Met2 routing:
Bar = 20 um.
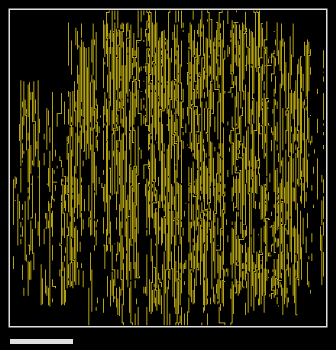
The metal 3 layer:
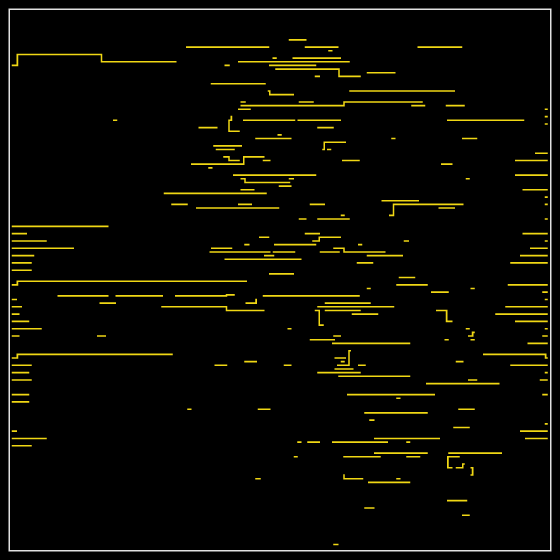
Gate-type map:
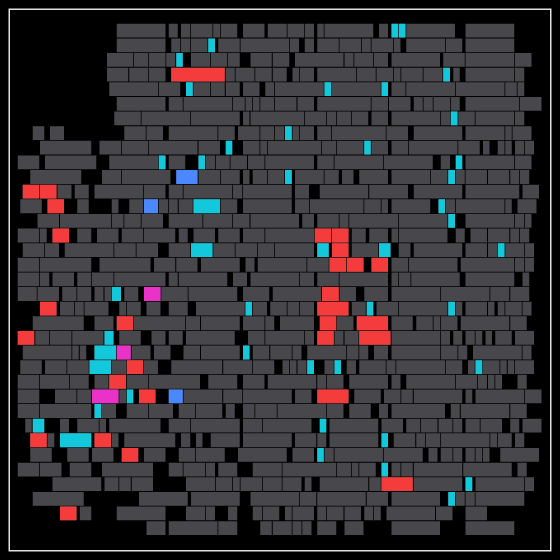
Track usage over the die:
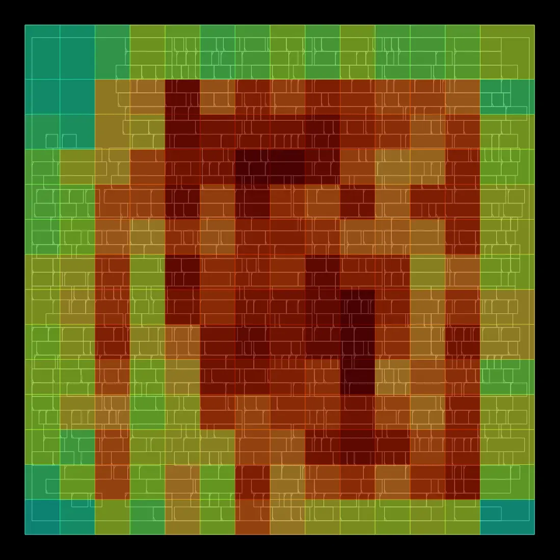
==> config.mk <==
export PLATFORM = sky130hd
export DESIGN_NAME = alu_result_stage
export DESIGN_NICKNAME = d
export VERILOG_FILES = /design/src/rtl/alu_result_stage.sv
export SDC_FILE = /design/constraint.sdc
export NUM_CORES = 1
export LEC_CHECK = 0
export CAP_MARGIN = 40
export CORE_UTILIZATION = 46
export CTS_CLUSTER_DIAMETER = 150
export DETAILED_ROUTE_END_ITERATION = 8
export PLACE_DENSITY = 0.76
export SETUP_SLACK_MARGIN = 0.3
export SYNTH_ARGS = -nofsm -noshare
export SYNTH_HDL_FRONTEND = slang
export SYNTH_SLANG_ARGS = --single-unit
==> constraint.sdc <==
create_clock -name clk -period 1.55 [get_ports clk]
set_clock_uncertainty 0.05 [all_clocks]
set_input_delay 0.155 -clock clk [delete_from_list [all_inputs] [get_ports clk]]
set_output_delay 0.155 -clock clk [all_outputs]
set_load 0.03 [all_outputs]
==> flow_metrics.env <==
# source this file to load flow results
export IMPL_hold_path_class="in2reg"
export IMPL_reg2reg_slack_ns=-0.25
export IMPL_dr_pass1_iters=4
export IMPL_grt_max_degree=36
export IMPL_holdPathStages=3
export IMPL_setup_viol=83
export IMPL_common_cells="dfrtp_1, nand2_1, nor2_1, a21oi_1"
export IMPL_leakage_uw=0.00373
export IMPL_maxCapViolations=0
export IMPL_synth_main_ff_cell="dfrtp_1"
export IMPL_cp_max_fo=3
export IMPL_synthDominantCellAreaShare_pct=53.4
export IMPL_antenna_cells=0
export IMPL_max_slew_worst_pin_slew_ns=0.848
export IMPL_ys_types=35
export IMPL_synth_nets=528
export IMPL_post_place_ws_ns=-0.465
export IMPL_arrival_ns=2.26
export IMPL_grt_overflow=0
export IMPL_port_buffers=96
export IMPL_violations="setup timing"
export IMPL_drc=0
export IMPL_cts_tree="done"
export IMPL_ys_cells=471
export IMPL_rsz0062_at_grt="yes"
export IMPL_grtUsageTotal_pct=30.7
export IMPL_ir_worst_vdd_mv=1.49
export IMPL_status="finished with violations"
export IMPL_rows=35
export IMPL_synth_seq_share_pct=54.0
export IMPL_comb_area_um2=2790
export IMPL_cts_root_buf="clkbuf_8"
export IMPL_die_area_um2=10100
export IMPL_die_width_um=100
export IMPL_clkSinkCount=96
export IMPL_cp_end_kind="flip-flop"
export IMPL_die_height_um=100
export IMPL_netlist_instances=471
export IMPL_fmax_mhz=503
export IMPL_hold_slack_ns=0.175
export IMPL_fin_tns_setup_ns=-10.59
export IMPL_crit_type="in2reg"
export IMPL_cp_required_ns=1.82
export IMPL_vias_per_cell=5.76
export IMPL_fin_ws_ns=-0.440
export IMPL_yosys_warnings=0
Back to the opening pictures, 'met2 routing':
share of all routed wire: 51%
nets with wire on the layer: 680
main direction: vertical
Total Wirelength: 18.1 mm
DR vias: 4,632
routing usage on met2: 54.6%

Back to the opening pictures, 'the metal 3 layer':
share of all routed wire: 5.9%
longest straight run: 42.6 um
main direction: horizontal
wire length on this layer: 1,070 um
nets with wire on the layer: 139
met3 GRT Util: 6.96%

Back to the opening pictures, 'gate-type map':
legend:
  AND and OR gates:
    color: magenta
    cells: 3
  NOR gates:
    color: cyan
    cells: 45
    where: all over the die
  XOR/XNOR gates:
    color: red
    cells: 29
  AND-OR and OR-AND gates:
    color: blue
    cells: 3
Comb/total area: 35.4%
Layout Cells excl Fill: 804
most frequent logic cell in the layout: dfrtp_1

Back to the opening pictures, 'track usage over the die':
Routed wire per std cell: 22.6 um
grt met1 use: 34.9%

==> cells in the final DEF, fill, tap and decap left out, drive strengths merged, types with 2 or more instances in the layout <==
master,synthesis,layout
buf,12,170
dfrtp,95,95
nand2,79,79
o21ai,69,69
nor2,40,40
inv,35,38
a21oi,36,36
clkdlybuf4s50,0,24
xnor2,22,22
ha,17,17
dlygate4sd2,0,14
clkbuf,12,12
nand4,9,9
mux2,9,9
nand3,8,9
xor2,7,7
mux2i,5,5
nor3,3,3
clkinv,0,2
nand2b,2,2
==> final cells by class <==
| class | instances | share of cell area, % |
|---|---|---|
| clock buffer | 9 | 1.57 |
| clock inverter | 6 | 0.555 |
| inverter | 35 | 1.66 |
| multi-input combinational | 317 | 35.4 |
| sequential | 96 | 30.7 |
| tap | 129 | 2.05 |
| timing repair buffer | 212 | 28.1 |
==> cells by family (layout without fill, tap and decap cells) <==
group                      after synthesis  after routing  synth area share (%)
muxes                                   14             14                  3.40
buffers and inverters                   59            262                  5.34
DFF                                     96             96                  54.0
xor gates and xnor gates                29             29                  5.70
AOI/OAI and AO/OA                      110            110                  12.7
adders and majority gates               17             17                  4.78
and+or+nand+nor                        146            147                  14.1
==> stage by stage <==
| step | cells | power, uW |
|---|---|---|
| finish | 804 | 16000 |
| CTS | 792 | 13900 |
| global route | 804 | 16600 |
| global placement | 740 | 9810 |
| floorplan | 471 | 7850 |
| detailed placement | 740 | 10000 |
==> critical path: stages <==
cell and delay (ns):
clkdlybuf4s50_1 0.39, inv_1 0.17, ha_4 0.17, nand4_1 0.15, nor4_1 0.77, mux2_2 0.32, mux2_4 0.14
==> metal layers <==
| metal | wire length [um] | vias up | global-route usage (%) |
|---|---|---|---|
| met2 | 9230 | 273 | 54.6 |
| met3 | 1070 | 90 | 6.96 |
| met1 | 6610 | 2301 | 34.9 |
| met5 | 0 | - | 0 |
| li1 | - | 1968 | - |
| met4 | 1230 | 0 | 14.5 |
==> power breakdown <==
group          switching [uW]  leakage, uW  internal [uW]
combinational            5150      0.00246           4670
sequential               1070      0.00119           3580
clock                     959    0.0000863            588
total                    7180      0.00373           8840
==> timing repair <==
action / 4_1_cts / 5_1_grt
setup buffers: 25 / 10
cloned: 11 / 2
hold buffers: 1 / 0
resized: 448 / 153
setup endpoints to repair: 153 / 133
endpoints found under the hold margin: 28 / 0
pin swaps: 47 / 22
No activity file was given, so power comes from the tool's default toggle rates.
